==> src/rtl/shift_issue_stage_pkg.sv <==
// Shared request-kind and shifter-operation encodings for the shift issue stage.
package shift_issue_stage_pkg;

    localparam int unsigned DEF_OPERAND_WIDTH  = 16;
    localparam int unsigned DEF_SHAMT_WIDTH    = 4;
    localparam int unsigned DEF_NUM_OPERATIONS = 2;

    typedef enum logic [2:0] {
        KIND_ROL = 3'b000,
        KIND_SLL = 3'b001,
        KIND_SRA = 3'b010,
        KIND_SRL = 3'b011,
        KIND_ROR = 3'b100
    } req_kind_e;

    typedef enum logic [1:0] {
        OPER_ROL = 2'b00,
        OPER_SLL = 2'b01,
        OPER_SRA = 2'b10,
        OPER_SRL = 2'b11
    } sh_oper_e;

endpackage

==> src/rtl/shift_issue_stage_skid_buf.sv <==
// Two-entry FIFO skid buffer with head/tail pointers, occupancy count and synchronous flush.
module skid_buf #(
    parameter int unsigned WIDTH = 22
) (
    input  logic             clk,
    input  logic             rst,
    input  logic             flush,
    input  logic             in_valid,
    output logic             in_ready,
    input  logic [WIDTH-1:0] in_data,
    output logic             out_valid,
    input  logic             out_ready,
    output logic [WIDTH-1:0] out_data
);

    logic [WIDTH-1:0] mem_q [2];
    logic             head_q, head_d;
    logic             tail_q, tail_d;
    logic [1:0]       count_q, count_d;
    logic             push, pop;

    // Ready depends only on stored occupancy, so a same-cycle drain never opens it.
    assign in_ready  = (count_q != 2'd2);
    assign out_valid = (count_q != 2'd0);
    assign out_data  = mem_q[head_q];

    always_comb begin
        push    = in_valid && in_ready && !flush;
        pop     = out_valid && out_ready && !flush;
        head_d  = head_q;
        tail_d  = tail_q;
        count_d = count_q;
        if (flush) begin
            head_d  = 1'b0;
            tail_d  = 1'b0;
            count_d = 2'd0;
        end else begin
            if (push) tail_d = ~tail_q;
            if (pop)  head_d = ~head_q;
            case ({push, pop})
                2'b10:   count_d = count_q + 2'd1;
                2'b01:   count_d = count_q - 2'd1;
                default: count_d = count_q;
            endcase
        end
    end

    always_ff @(posedge clk or posedge rst) begin
        if (rst) begin
            for (int unsigned i = 0; i < 2; i++) mem_q[i] <= '0;
            head_q  <= 1'b0;
            tail_q  <= 1'b0;
            count_q <= 2'd0;
        end else begin
            head_q  <= head_d;
            tail_q  <= tail_d;
            count_q <= count_d;
            if (push) mem_q[tail_q] <= in_data;
        end
    end

endmodule

==> src/rtl/shift_issue_stage.sv <==
// Issue stage ahead of the barrel shifter: canonicalises shift requests and buffers
// them in a two-entry skid buffer; illegal kinds are consumed and flagged.
module shift_issue_stage
    import shift_issue_stage_pkg::*;
#(
    parameter int unsigned OPERAND_WIDTH  = DEF_OPERAND_WIDTH,
    parameter int unsigned SHAMT_WIDTH    = DEF_SHAMT_WIDTH,
    parameter int unsigned NUM_OPERATIONS = DEF_NUM_OPERATIONS
) (
    input  logic                      clk,
    input  logic                      rst,
    input  logic                      flush,
    input  logic                      req_valid,
    output logic                      req_ready,
    input  logic [OPERAND_WIDTH-1:0]  req_data,
    input  logic [SHAMT_WIDTH-1:0]    req_amt,
    input  logic [2:0]                req_kind,
    output logic                      sh_valid,
    input  logic                      sh_ready,
    output logic [OPERAND_WIDTH-1:0]  sh_in,
    output logic [SHAMT_WIDTH-1:0]    sh_amt,
    output logic [NUM_OPERATIONS-1:0] sh_oper,
    output logic                      err_kind
);

    localparam int unsigned ENTRY_W = OPERAND_WIDTH + SHAMT_WIDTH + NUM_OPERATIONS;

    logic                      kind_legal;
    logic [SHAMT_WIDTH-1:0]    canon_amt;
    logic [NUM_OPERATIONS-1:0] canon_oper;
    logic                      enq_valid;
    logic [ENTRY_W-1:0]        head_entry;
    logic                      err_kind_q, err_kind_d;

    // ROR by n equals ROL by (2^SHAMT_WIDTH - n), so the shifter never sees ROR.
    always_comb begin
        kind_legal = 1'b1;
        canon_amt  = req_amt;
        canon_oper = NUM_OPERATIONS'(OPER_ROL);
        case (req_kind)
            KIND_ROL: canon_oper = NUM_OPERATIONS'(OPER_ROL);
            KIND_SLL: canon_oper = NUM_OPERATIONS'(OPER_SLL);
            KIND_SRA: canon_oper = NUM_OPERATIONS'(OPER_SRA);
            KIND_SRL: canon_oper = NUM_OPERATIONS'(OPER_SRL);
            KIND_ROR: begin
                canon_oper = NUM_OPERATIONS'(OPER_ROL);
                canon_amt  = '0 - req_amt;
            end
            default:  kind_legal = 1'b0;
        endcase
    end

    assign enq_valid  = req_valid && kind_legal;
    assign err_kind_d = req_valid && req_ready && !kind_legal && !flush;

    always_ff @(posedge clk or posedge rst) begin
        if (rst) err_kind_q <= 1'b0;
        else     err_kind_q <= err_kind_d;
    end

    skid_buf #(
        .WIDTH(ENTRY_W)
    ) u_skid_buf (
        .clk       (clk),
        .rst       (rst),
        .flush     (flush),
        .in_valid  (enq_valid),
        .in_ready  (req_ready),
        .in_data   ({req_data, canon_amt, canon_oper}),
        .out_valid (sh_valid),
        .out_ready (sh_ready),
        .out_data  (head_entry)
    );

    assign {sh_in, sh_amt, sh_oper} = head_entry;
    assign err_kind                 = err_kind_q;

endmodule

==> config.mk <==
export PLATFORM = sky130hd
export DESIGN_NAME = shift_issue_stage
export DESIGN_NICKNAME = d
export VERILOG_FILES = /design/src/rtl/shift_issue_stage_pkg.sv /design/src/rtl/shift_issue_stage_skid_buf.sv /design/src/rtl/shift_issue_stage.sv
export SDC_FILE = /design/constraint.sdc
export NUM_CORES = 1
export LEC_CHECK = 0
export CAP_MARGIN = 20
export CORE_MARGIN = 4
export CORE_UTILIZATION = 50
export DETAILED_ROUTE_END_ITERATION = 16
export HOLD_SLACK_MARGIN = 0.12
export PLACE_DENSITY_LB_ADDON = 0.08
export SYNTH_ARGS = -nofsm -noshare
export SYNTH_HDL_FRONTEND = slang
export SYNTH_HIERARCHICAL = 1
export SYNTH_SLANG_ARGS = --single-unit
==> constraint.sdc <==
create_clock -name clk -period 2.29 [get_ports clk]
set_clock_uncertainty 0.15 [all_clocks]
set_input_delay 0.687 -clock clk [delete_from_list [all_inputs] [get_ports clk]]
set_output_delay 0.687 -clock clk [all_outputs]
set_load 0.03 [all_outputs]
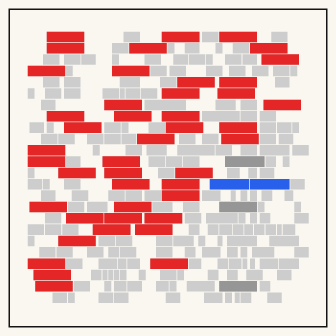
*Register map, names as in the netlist, run 1*
Other sequential cells in the stronger gray, the rest of the logic in the fainter gray.
u_skid_buf/count_q -> blue  # placed flops 2
u_skid_buf/mem_q -> red  # placed flops 44
not colored = 3
Reg area: 1230 µm²
fraction of area in registers: 40.0%

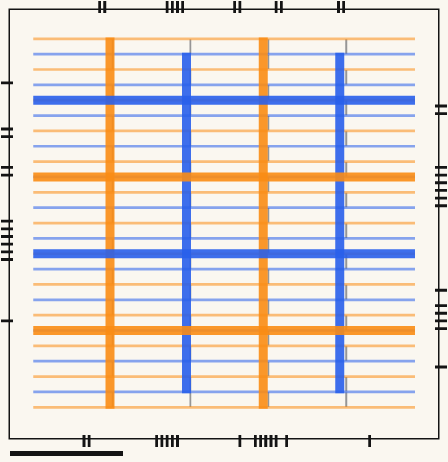
*Floorplan with the power grid, run 1*
The bar under the picture is 20 µm long. Pins as bars on the die edge. Tap cells in gray.
VDD -> blue
VSS -> orange
signal pins = 53
met5 straps = 4
rows = 24
met1 rails = 25
tap cells = 52

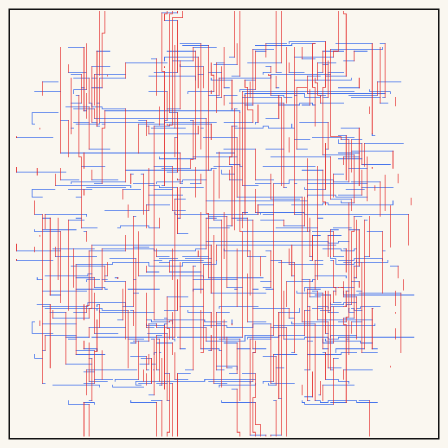
*Signal wires by layer, run 1*
Two of the layers only.
metal 1 -> blue  # wire length 2150 µm
metal 2 -> red  # wire length 2620 µm

==> ci_impl_report.md, run 1 <==
### Metrics collected by this job

| Metric | Value |
|---|---|
| Status | `finished, violations left` |
| Violations in the final reports | `setup timing` |
| Total of clock buffers placed in the layout | `7` |
| Logic depth of the worst register-to-register path | `6` |
| Number of nets in the synthesized netlist | `between 150 and 200` |
| Vias in the first global route | `1669` |
| Startpoint of the worst-slack reg-to-reg timing path | `u_skid_buf/count_q[0]` |
| Final Critical Period | `around 2.3 ns` |
| Achievable clock frequency | `0.429 GHz` |
| Min-Delay Path Depth | `1` |
| Cells along the critical path | `buf_12 -> mux2_2 -> clkdlybuf4s15_2` |
| Grt ovf | `0` |
| Launch point of the worst hold path | `u_skid_buf/mem_q[26]` |
| Detail-routed net length per standard cell | `roughly 18 µm` |
| Unrepaired setup endpoints after global routing | `yes` |
| Critical R2R Capture | `u_skid_buf/mem_q[12]` |
| Number of warnings in the stage logs | `28` |
| Final-layout non-clock buffer area share | `between 20 and 25%` |
| Hold Vio Cnt, Final | `0` |
| Total wire length after detailed routing | `roughly 5 mm` |
| Arrival time of the worst setup path | `about 1.5 ns` |
| Proportion of layout cells with a drive suffix above 1 | `between 50% and 60%` |
| Worst voltage drop across the vdd grid | `around 0.45 mV` |
| Combinational share of cell area | `about a third` |
| Actual slew at the worst max-slew pin | `0.323 ns` |
| Total die area | `approximately 5700 µm²` |
| Height of the die | `roughly 76 µm` |
| Top flip-flop cell by instance count after synthesis | `sky130_fd_sc_hd__dfrtp_1` |
| Number of synthesized flops with an enable pin | `0` |
| Number of buffers and inverters on the critical path | `2` |
| Total number of clock tree sinks | `49` |
| Net count reported at finish | `about 260` |
| Total cell area reported by yosys after synthesis | `approximately 2300 µm²` |
| Number of buffers created by CTS | `5` |
| Post-synthesis cell type with the largest instance count | `sky130_fd_sc_hd__mux2_2` |
| Count of cell types in the netlist | `31` |
| Final Instance Area | `about 3100 µm²` |
| Kind of cell adding the most delay to the critical path | `buffers and inverters` |
| Footprint of the multi-input gates | `1010 µm²` |
| CORE AREA | `~4400 µm²` |
| CTS H-tree depth | `2` |
| Non-CTS inverters | `6` |
| Die x size | `~76 µm` |
| Maximum cell stage delay along the critical path | `between 0.4 and 0.5 ns` |
| Cell type contributing the most total cell area after synthesis | `sky130_fd_sc_hd__dfrtp_1` |
| Critical Path RT | `roughly 1.5 ns` |
| Slowest stage cell, crit path | `sky130_fd_sc_hd__dfrtp_2` |
| Nature of the critical path endpoint | `output pin` |
| Clock-pin slew reported for the worst setup and hold paths after clock tree synthesis | `~0.08 ns` |
| Max Buffers Root-to-Sink | `2` |
| Setup CP Type | `flip-flop to output pin` |
| # Cells Yosys | `roughly 160` |
| Clk Tree Root Cell | `sky130_fd_sc_hd__clkbuf_8` |
| Fraction of registers with async set/reset | `100%` |
| Standard-cell rows | `24` |
| List of most frequent post-synthesis cells | `sky130_fd_sc_hd__mux2_2, sky130_fd_sc_hd__dfrtp_1, sky130_fd_sc_hd__inv_1` |
| Clk tree area frac | `approximately 2.8%` |
| First DRT Iteration DRCs | `26` |
| Clock latency reported for the late side of the worst-skew pair | `slightly below 0.3 ns` |
| Hold Crit Class | `flip-flop to flip-flop` |
| Antenna violations before repair | `0` |
| Hold-critical path endpoint | `u_skid_buf/mem_q[26]` |
| Biggest Area Class | `registers` |
| Area leader share | `53.3%` |
| Worst Path Max Fanout | `12` |
| Max cap viols | `0` |
| Maximum number of pins on one net before global-route repair | `27` |
| Total global-route track usage | `a little under a fifth` |
| Total of endpoints with negative setup slack in the final report | `1` |
| Setup slack after layout | `-0.0392 ns` |
| Via-to-Cell Ratio | `around 5.4` |
| Portion of the clock cycle consumed by the worst path in the final layout | `102%` |
| Wire length of the first global-routing pass | `between 7 and 8 mm` |
| Total of fill cells in the finished design | `about 320` |
| Inserted Diodes | `0` |
| Standby leakage power | `approximately 1.4 nW` |
| Number of max-slew violations in the final report | `0` |
| Half-perimeter wire length after placement | `3.28 mm` |
| Input/output buffers | `~52` |
| Post-synth design cell area | `about 2300 µm²` |
| Mean Syn Cell Area | `14.4 µm²` |
| Number of warning messages in the yosys log | `6` |
| Non-clock buffer count in the final layout | `roughly 71` |
| Final worst hold slack | `about 0.35 ns` |
| Register-to-register setup slack | `roughly 0.49 ns` |
| Antenna Violating Nets Remaining | `0` |
[run 1: how the worst max path moves through the flow]
| stage | start | endpoint | slack, ns | cells past startpoint |
|---|---|---|---|---|
| after detailed placement | req_kind[1] | u_skid_buf/mem_q[29] | -0.45 | 7 |
| after CTS | u_skid_buf/head_q | sh_oper[1] | -0.08 | 3 |
| final | u_skid_buf/head_q | sh_in[14] | -0.04 | 3 |
| after floorplan | req_kind[1] | u_skid_buf/mem_q[24] | 0.005 | 6 |
| after global routing | u_skid_buf/head_q | sh_in[14] | -0.1 | 3 |
| after global placement | req_kind[1] | u_skid_buf/mem_q[35] | -0.38 | 7 |
[run 1: what timing repair did]
action,in CTS,in global routing
endpoints found under the setup margin,46,46
pin swaps,2,2
gates cloned,1,2
buffers inserted,2,1
resized,72,53
[run 1: cell families after synthesis]
group	synth area share (%)
multiplexers	32.8
AND/OR/NAND/NOR	6.26
flip-flops	53.3
XOR/XNOR	1.14
buffers and inverters	3.26
AND-OR/OR-AND	2.72
adder cells (fa/ha/maj)	0.544
[run 1: metal layers]
metal | up-vias | GRT usage [%] | wire (µm)
li1 | 715 | - | -
met1 | 776 | 22.5 | 2150
met2 | 37 | 31.3 | 2620
met3 | 10 | 4.75 | 260
met4 | 0 | 6.02 | 61
met5 | - | 0 | 0
[run 1: power breakdown]
part           switching (W)  internal, W  total (W)
sequential          0.000111      0.00109    0.00120
combinational       0.000446     0.000429   0.000876
clock               0.000260     0.000240   0.000500
total               0.000817      0.00176    0.00257
[run 1: worst register-to-register path, stage by stage, from the launching register on]
cell and delay [ns]:
sky130_fd_sc_hd__dfrtp_2 0.46, sky130_fd_sc_hd__nor2b_4 0.19, sky130_fd_sc_hd__inv_1 0.07, sky130_fd_sc_hd__buf_4 0.14, sky130_fd_sc_hd__nand4b_2 0.11, sky130_fd_sc_hd__buf_12 0.19
sky130_fd_sc_hd__mux2_2 0.38
[run 1: cells in the final DEF, fill, tap and decap left out, types with 3 or more instances in the layout]
cell	n
sky130_fd_sc_hd__buf_2	21
sky130_fd_sc_hd__buf_12	3
sky130_fd_sc_hd__dfrtp_1	46
sky130_fd_sc_hd__mux2_2	64
sky130_fd_sc_hd__clkdlybuf4s50_1	24
sky130_fd_sc_hd__buf_4	12
sky130_fd_sc_hd__o21ai_0	3
sky130_fd_sc_hd__clkbuf_8	6
sky130_fd_sc_hd__a21oi_1	4
sky130_fd_sc_hd__inv_1	4
sky130_fd_sc_hd__dlymetal6s2s_1	4
sky130_fd_sc_hd__dfrtp_2	3
[run 1: through the flow]
stage | power, W | TNS (ns) | instances
finish | 0.00257 | -0.0392 | 284
global route | 0.00271 | -0.107 | 284
CTS | 0.00265 | -1.24 | 281
detailed placement | 0.00217 | -17.04 | 271
global placement | 0.00212 | -14.71 | 271
floorplan | 0.00180 | 0 | 160
[run 1: state kept, by name, summed over array words and instances, names as in the netlist]
signal	cells
u_skid_buf/head_q	1
err_kind	1
u_skid_buf/count_q	2
u_skid_buf/mem_q	44
u_skid_buf/tail_q	1
==> inputs of run 2 (changes only) <==
- SETUP_SLACK_MARGIN: default -> 0.05
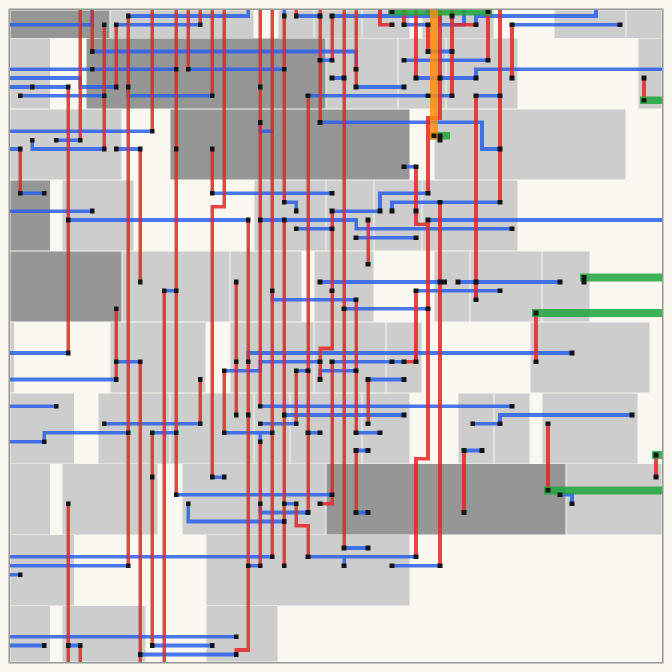
*A small window of the routed layout, run 2*
Window x 44 to 69, y 6 to 31 µm. Cells in gray, sequential cells in the stronger gray; small squares are vias.
metal 1 -> blue
metal 4 -> orange
metal 2 -> red
metal 3 -> green
cells with their middle in the window = 40
sequential cells in the window = 3
most frequent = buf_4 (9), dfrtp_1 (3), clkdlybuf4s50_1 (3)

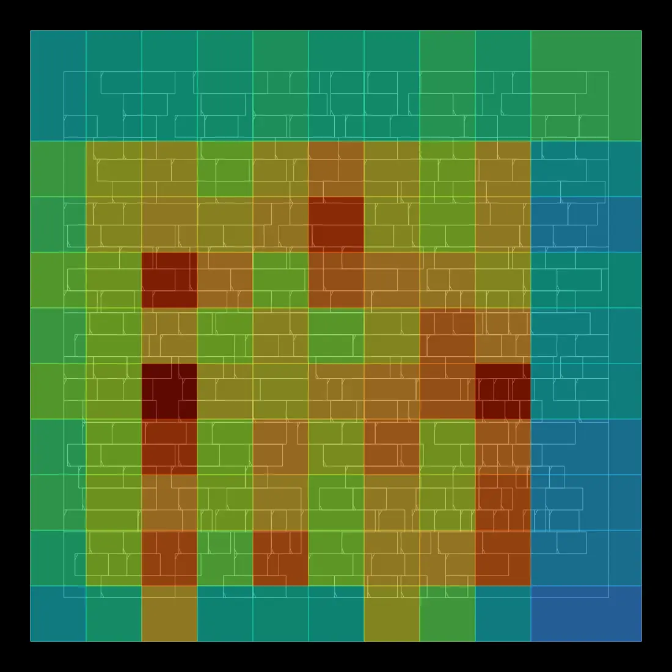
*Congestion heat map, run 2*
met3 Resource Use GR: 4.09%
GR peak layer: met2
total global-route track usage: 19.7%
global routing met2 resource utilization: 35.8%
Layout Utilization: 77.3%

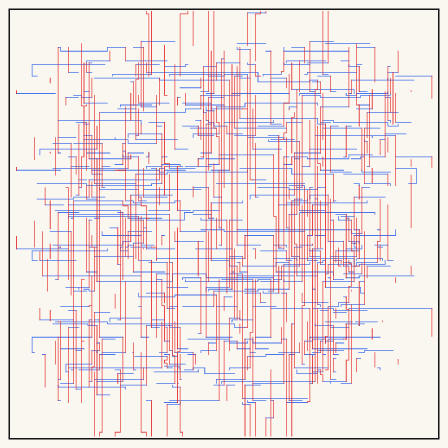
*Signal wires by layer, run 2*
Two of the layers only.
metal 2 -> red  # wire length 3010 µm
metal 1 -> blue  # wire length 2290 µm

==> run 2 against run 1 <==
Clock-buffer cell count stayed put. Global-route usage grew 1.4 points. Fmax is 1.9% higher. The flow now finishes without violations. Via count grew 2.2%. Final cell count increased by 2.5%.
==> ci_impl_report.md, run 2 <==
### Metrics collected by this job

| Metric | Value |
|---|---|
| List of most frequent post-synthesis cells | `sky130_fd_sc_hd__mux2_2, sky130_fd_sc_hd__dfrtp_1, sky130_fd_sc_hd__inv_1` |
| Antenna violations before repair | `0` |
| Post-synthesis cell type with the largest instance count | `sky130_fd_sc_hd__mux2_2` |
| Max Buffers Root-to-Sink | `2` |
| Total number of clock tree sinks | `roughly 49` |
| Number of warning messages in the yosys log | `6` |
| Half-perimeter wire length after placement | `3.42 mm` |
| CTS H-tree depth | `2` |
| Largest reg by FF count | `u_skid_buf/mem_q` |
| Detail-routed net length per standard cell | `about 19 µm` |
| Proportion of layout cells with a drive suffix above 1 | `between 50% and 60%` |
| Unrepaired setup endpoints after global routing | `yes` |
| Hold Crit Class | `flip-flop to flip-flop` |
| Input/output buffers | `about 52` |
| Total die area | `around 5700 µm²` |
| Antenna Violating Nets Remaining | `0` |
| Status | `completed` |
| Final worst hold slack | `~0.36 ns` |
| Hold Vio Cnt, Final | `0` |
| Net count reported at finish | `between 200 and 300` |
| Number of buffers created by CTS | `5` |
| Total wire length after detailed routing | `approximately 5.6 mm` |
| Largest registers in the final layout | `u_skid_buf/mem_q: 44 flops, u_skid_buf/count_q: 2 flops` |
| Inserted Diodes | `0` |
| Standard-cell rows | `24` |
| Number of max-slew violations in the final report | `0` |
| Standby leakage power | `around 1.6 nW` |
| Via-to-Cell Ratio | `around 5.4` |
| Mean Syn Cell Area | `about 14 µm²` |
| CORE AREA | `between 4000 and 5000 µm²` |
| Critical Path RT | `between 1 and 1.5 ns` |
| Met3 wire length | `approximately 270 µm` |
| # Cells Yosys | `160` |
| Most frequent logic cell in the layout | `sky130_fd_sc_hd__dfrtp_1` |
| Final Critical Period | `between 2 and 2.5 ns` |
| Seq/Total Area, Yosys | `between 50 and 60%` |
| Max cap viols | `0` |
| Post-synth design cell area | `~2300 µm²` |
| Final setup TNS | `0 ns` |
| Worst voltage drop across the vdd grid | `about 0.68 mV` |
| Maximum number of pins on one net before global-route repair | `33` |
| Nature of the critical path endpoint | `output pin` |
| Achievable clock frequency | `~0.44 GHz` |
| Setup CP Type | `flip-flop to output pin` |
| M1 wire length | `roughly 2.3 mm` |
| Clock latency reported for the late side of the worst-skew pair | `roughly 0.30 ns` |
| Actual slew at the worst max-slew pin | `0.398 ns` |
| Number of warnings in the stage logs | `28` |
| Area leader share | `53.3%` |
| Count of cell types in the netlist | `31` |
| Worst Path Max Fanout | `6` |
| Vias in the first global route | `about 1700` |
| Portion of the clock cycle consumed by the worst path in the final layout | `between 90 and 100%` |
| Clock tree from TritonCTS | `done` |
| Most frequent cells in the layout | `sky130_fd_sc_hd__dfrtp_1, sky130_fd_sc_hd__mux2_2, sky130_fd_sc_hd__mux2_4, sky130_fd_sc_hd__buf_6, sky130_fd_sc_hd__clkdlybuf4s50_1` |
| Pwr per Cell Area | `857 nW/µm²` |
| Clock-pin slew reported for the worst setup and hold paths after clock tree synthesis | `0.09 ns` |
| First DRT Iteration DRCs | `42` |
| Fraction of registers with async set/reset | `100%` |
| Amount of wire on met2 after detailed routing | `about 3.0 mm` |
| Wire length of the first global-routing pass | `8.32 mm` |
| Die x size | `75.8 µm` |
| Total of endpoints with negative setup slack in the final report | `0` |
| Post-route total power | `0.00292 W` |
| Height of the die | `~76 µm` |
| Clk Tree Root Cell | `sky130_fd_sc_hd__clkbuf_8` |
| Grt ovf | `0` |
| Number of nets in the synthesized netlist | `189` |
| Highest signal layer in the routed design | `met4` |
| Number of synthesized flops with an enable pin | `0` |
| Total cell area reported by yosys after synthesis | `roughly 2300 µm²` |
| Top flip-flop cell by instance count after synthesis | `sky130_fd_sc_hd__dfrtp_1` |
| Cell type contributing the most total cell area after synthesis | `sky130_fd_sc_hd__dfrtp_1` |
| Max reg flops | `44` |
| Arrival time of the worst setup path | `approximately 1.5 ns` |
==> run 2: worst max-delay path, stage by stage, from the launching register on <==
cell and delay, ns:
sky130_fd_sc_hd__dfrtp_1 0.40, sky130_fd_sc_hd__buf_6 0.14, sky130_fd_sc_hd__clkbuf_16 0.15, sky130_fd_sc_hd__mux2_4 0.31, sky130_fd_sc_hd__buf_6 0.14
==> run 2: final timing paths <==
kind / startpoint / end / slack, ns / cells after the start
min in group asynchronous: rst / err_kind / 0.41 / 2
max in group asynchronous: rst / u_skid_buf/mem_q[4] / 0.92 / 3
worst max register to register: u_skid_buf/count_q[0] / u_skid_buf/mem_q[4] / 0.48 / 6
worst min register to register: u_skid_buf/mem_q[26] / u_skid_buf/mem_q[26] / 0.36 / 1
worst max-delay path: u_skid_buf/head_q / sh_in[3] / 0.004 / 4
worst min-delay path: u_skid_buf/mem_q[26] / u_skid_buf/mem_q[26] / 0.36 / 1
==> run 2: per-stage QoR <==
step,worst slack [ns],area [µm²],instances,utilization [%]
floorplan,0.0628,2300,160,-
global placement,-0.348,2980,271,67.6
detailed placement,-0.429,2980,271,67.6
CTS,0.0110,3190,289,72.4
global route,-0.0263,3410,291,77.3
finish,0.00427,3410,291,77.3
==> run 2: kinds of logic after synthesis <==
| kind of cell | after synthesis | share of synthesized area [%] |
|---|---|---|
| adders and majority gates | 1 | 0.544 |
| xor gates and xnor gates | 3 | 1.14 |
| DFF | 49 | 53.3 |
| AOI/OAI and AO/OA | 11 | 2.72 |
| muxes | 67 | 32.8 |
| and+or+nand+nor | 17 | 6.26 |
| buffers and inverters | 12 | 3.26 |
==> run 2: area by class of cell <==
cell class | instances | area [µm²]
Sequential cell | 49 | 1230
Multi-Input combinational cell | 99 | 1110
Fill cell | 271 | 1000
Timing Repair Buffer | 77 | 890
Clock buffer | 7 | 96.3
Tap cell | 52 | 65.1
Inverter | 6 | 22.5
Clock inverter | 1 | 5.00
==> run 2: where the power goes <==
group	internal, W	total [W]	switching, W	leakage (nW)
combinational	0.000655	0.00115	0.000497	0.901
sequential	0.00109	0.00122	0.000129	0.602
clock	0.000273	0.000557	0.000283	0.0542
total	0.00201	0.00292	0.000909	1.56
==> run 2: repair_timing <==
action	CTS	global route
setup buffers	6	1
pin swaps	3	3
setup endpoints to repair	46	28
gates cloned	4	2
gates resized	150	52
hold buffers	0	0
==> run 2: metal layers <==
layer	track usage (%)	vias up
li1	-	727
met1	23.3	793
met2	35.8	44
met3	4.09	8
met4	5.63	0
met5	0	-
==> inputs of run 3 (changes only) <==
- RECOVER_POWER: default -> 50
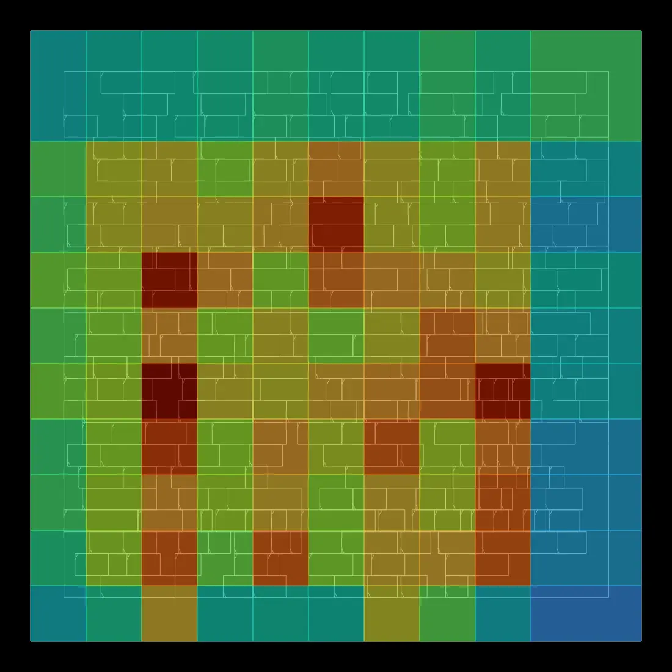
*Congestion heat map, run 3*
detail-routed net length per standard cell: 19.3 µm
Layout Utilization: 77.0%
met1 demand-to-capacity share in global routing: 23.3%

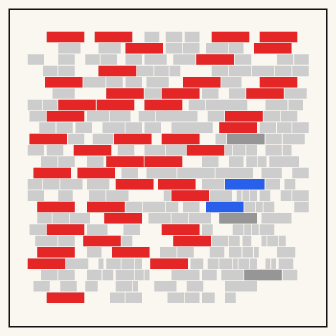
*Register map, names as in the netlist, run 3*
Other sequential cells in the stronger gray, the rest of the logic in the fainter gray.
u_skid_buf/count_q -> blue  # placed flops 2
u_skid_buf/mem_q -> red  # placed flops 44
not colored = 3
power dissipated in sequential cells: 0.00122 W
Reg area: 1230 µm²

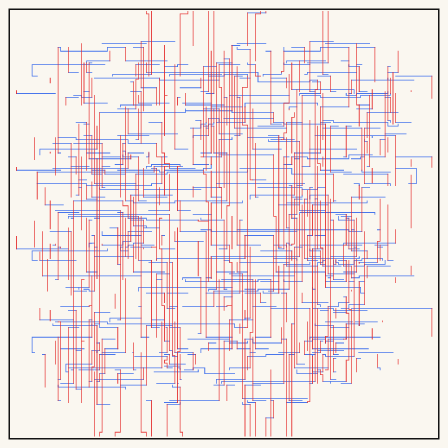
*Signal wires by layer, run 3*
Two of the layers only.
metal 1 -> blue  # wire length 2240 µm
metal 2 -> red  # wire length 3010 µm

==> run 3 against run 2 <==
Die area unchanged. Synthesized cell count unchanged. Critical path depth increased by 1. Routed wire length decreased by 0.34%. Total power decreased by 0.14%. Flip-flop count unchanged. Clock power about the same. Fmax decreased by 0.18%. Register-to-register slack about the same. Worst hold slack got worse by 0.0013 ns. Non-clock buffer count unchanged.
==> ci_impl_report.md, run 3 <==
### Metrics collected by this job

| Metric | Value |
|---|---|
| Status | `completed` |
| Actual slew at the worst max-slew pin | `between 0.6 and 0.7 ns` |
| Leading cell types by total area after synthesis | `sky130_fd_sc_hd__dfrtp_1, sky130_fd_sc_hd__mux2_2, sky130_fd_sc_hd__buf_6` |
| Pwr per Cell Area | `859 nW/µm²` |
| Achievable clock frequency | `between 0.4 and 0.5 GHz` |
| Largest registers in the final layout | `u_skid_buf/mem_q: 44 flops, u_skid_buf/count_q: 2 flops` |
| Relative contribution of combinational cells to total power | `approximately two fifths` |
| Post-synth design cell area | `2300 µm²` |
| # Cells Yosys | `about 160` |
| Max cap viols | `0` |
| Inserted Diodes | `0` |
| Drc violations | `0` |
| Final Critical Period | `2.29 ns` |
| Most frequent cells in the layout | `sky130_fd_sc_hd__dfrtp_1, sky130_fd_sc_hd__mux2_2, sky130_fd_sc_hd__mux2_4, sky130_fd_sc_hd__buf_6, sky130_fd_sc_hd__clkdlybuf4s50_1` |
| Height of the die | `around 76 µm` |
| Cells along the critical path | `dlygate4sd3_1 -> nor4_4 -> buf_4 -> buf_12 -> mux2_2` |
| Floorplan core density | `52.1%` |
| Worst Setup Slack post-DPL | `-0.429 ns` |
| Worst Path Max Fanout | `6` |
| List of most frequent post-synthesis cells | `sky130_fd_sc_hd__mux2_2, sky130_fd_sc_hd__dfrtp_1, sky130_fd_sc_hd__inv_1` |
| Part of the total power dissipated in sequential elements | `between 40% and 50%` |
| Portion of the clock cycle consumed by the worst path in the final layout | `roughly 100%` |
| Wire length of the first global-routing pass | `~8.3 mm` |
| Standby leakage power | `1.55 nW` |
| Max reg flops | `roughly 44` |
| Top flip-flop cell by instance count after synthesis | `sky130_fd_sc_hd__dfrtp_1` |
| Seq/Total Area, Yosys | `roughly 53%` |
| Number of nets in the synthesized netlist | `189` |
| Number of buffers created by CTS | `5` |
| Max Buffers Root-to-Sink | `2` |
| Number of buffers added to fix hold violations after cts | `0` |
| Die x size | `between 70 and 80 µm` |
| Switching power summed over all nets | `slightly above 0.0009 W` |
| Gate count after technology mapping | `160` |
| CTS H-tree depth | `2` |
| Hold Vio Cnt, Final | `0` |
| Total number of clock tree sinks | `just under 50` |
| Total cell area reported by yosys after synthesis | `roughly 2300 µm²` |
| Clock-pin slew reported for the worst setup and hold paths after clock tree synthesis | `0.09 ns` |
| Net count reported at finish | `approximately 270` |
| Critical Path RT | `roughly 2.3 ns` |
| Count of cell types in the netlist | `31` |
| Antenna Violating Nets Remaining | `0` |
| Total wire length after detailed routing | `between 5 and 6 mm` |
| Total global-route track usage | `between 10% and 20%` |
| Net Sw Frac | `31.1%` |
| Setup slack after layout | `0.0000424 ns` |
| Area leader share | `between 50% and 60%` |
| Cell type contributing the most total cell area after synthesis | `sky130_fd_sc_hd__dfrtp_1` |
| Largest reg by FF count | `u_skid_buf/mem_q` |
| Clock tree from TritonCTS | `done` |
| Via-to-Cell Ratio | `5.41` |
| Number of max-slew violations in the final report | `0` |
| Number of warnings in the stage logs | `28` |
| Clk Tree Root Cell | `sky130_fd_sc_hd__clkbuf_8` |
| First DRT Iteration DRCs | `49` |
| Arrival time of the worst setup path | `2.33 ns` |
| Vias in the first global route | `about 1700` |
| Input/output buffers | `about 52` |
| Slowest stage cell, crit path | `sky130_fd_sc_hd__dlygate4sd3_1` |
| Maximum number of pins on one net before global-route repair | `33` |
| Global placer's final weighted congestion | `around 0.75` |
| Clock share of power | `around a fifth` |
| Clock latency reported for the late side of the worst-skew pair | `0.30 ns` |
| Number of warning messages in the yosys log | `6` |
| Hold Crit Class | `flip-flop to flip-flop` |
| Setup CP Type | `input pin to flip-flop` |
| Total of endpoints with negative setup slack in the final report | `0` |
| Total die area | `roughly 5700 µm²` |
| Standard-cell rows | `24` |
| Antenna violations before repair | `0` |
| Proportion of layout cells with a drive suffix above 1 | `a little under three fifths` |
| Most frequent logic cell in the layout | `sky130_fd_sc_hd__dfrtp_1` |
| Final setup TNS | `0 ns` |
| Worst voltage drop across the vdd grid | `slightly below 0.7 mV` |
| Number of synthesized flops with an enable pin | `0` |
| Top-level I/O count | `53` |
| Cell internal pwr | `slightly above 0.002 W` |
| Post-synthesis cell type with the largest instance count | `sky130_fd_sc_hd__mux2_2` |
| Nature of the critical path endpoint | `flip-flop` |
| Unrepaired setup endpoints after global routing | `yes` |
| Mean Syn Cell Area | `14.4 µm²` |
| Maximum cell stage delay along the critical path | `between 0.6 and 0.7 ns` |
| Grt ovf | `0` |
| Fraction of registers with async set/reset | `100%` |
| Half-perimeter wire length after placement | `about 3.4 mm` |
| CORE AREA | `4410 µm²` |
-- run 3: netlist changes by cell type in the layout (fill, tap and decap cells not counted), sizes merged --
cell / change
buf: -1
clkbuf: +1
clkdlybuf4s50: -2
dlygate4sd3: +2
-- run 3: power groups by stage --
stage	Combinational, W	Clock [W]	Sequential [W]
global route	0.00121	0.000603	0.00124
global placement	0.000938	0	0.00119
detailed placement	0.000962	0	0.00121
finish	0.00115	0.000557	0.00122
CTS	0.000986	0.000564	0.00120
floorplan	0.000630	0	0.00117
-- run 3: layout make-up --
type | instances | area (µm²)
fillers | 273 | 1010
inverters | 6 | 22.5
clock buffers | 7 | 96.3
flip-flops and latches | 49 | 1230
repair buffers | 77 | 877
well taps | 52 | 65.1
multi-input cells | 99 | 1110
clock inverters | 1 | 5.00
-- run 3: final timing paths --
kind,start,end,slack [ns],cells past startpoint
max,flush,u_skid_buf/mem_q[36],0.00004,5
max reg2reg,u_skid_buf/count_q[0],u_skid_buf/mem_q[4],0.48,6
min in group asynchronous,rst,err_kind,0.52,2
max in group asynchronous,rst,u_skid_buf/mem_q[24],0.26,3
min reg2reg,u_skid_buf/mem_q[26],u_skid_buf/mem_q[26],0.36,1
min,u_skid_buf/mem_q[26],u_skid_buf/mem_q[26],0.36,1
-- run 3: per-layer routing --
metal	vias to the layer above	GRT usage (%)	share of wire [%]
li1	724	-	-
met1	794	23.3	40
met2	49	35.8	54
met3	8	4.09	5.3
met4	0	5.63	1.1
met5	-	0	0
-- run 3: worst max-delay path: cells and delay by family --
| kind | cells | cell delay, ns |
|---|---|---|
| buffers and inverters | 3 | 0.97 |
| multiplexers | 1 | 0.34 |
| AND/OR/NAND/NOR | 1 | 0.33 |
-- run 3: cells by family after synthesis --
| kind of cell | after synthesis | share of synthesized area (%) |
|---|---|---|
| AOI/OAI and AO/OA | 11 | 2.72 |
| xor gates and xnor gates | 3 | 1.14 |
| adders and majority gates | 1 | 0.544 |
| buffers and inverters | 12 | 3.26 |
| DFF | 49 | 53.3 |
| muxes | 67 | 32.8 |
| and+or+nand+nor | 17 | 6.26 |
-- run 3: per-stage QoR --
| stage | utilization [%] | std cells | total power [W] | hold slack (ns) | instance area (µm²) |
|---|---|---|---|---|---|
| after floorplan | - | 160 | 0.00180 | 0.266 | 2300 |
| after global placement | 67.6 | 271 | 0.00213 | 0.317 | 2980 |
| after detailed placement | 67.6 | 271 | 0.00218 | 0.325 | 2980 |
| after CTS | 72.4 | 289 | 0.00275 | 0.357 | 3190 |
| after global routing | 77.0 | 291 | 0.00306 | 0.369 | 3400 |
| final | 77.0 | 291 | 0.00292 | 0.358 | 3400 |
-- run 3: what timing repair did --
action                     CTS  global route
pin swaps                    3             3
cloned                       4             2
setup buffers                6             1
gates resized              150            52
setup endpoints to repair   46            28
No activity file was given, so power comes from the tool's default toggle rates.
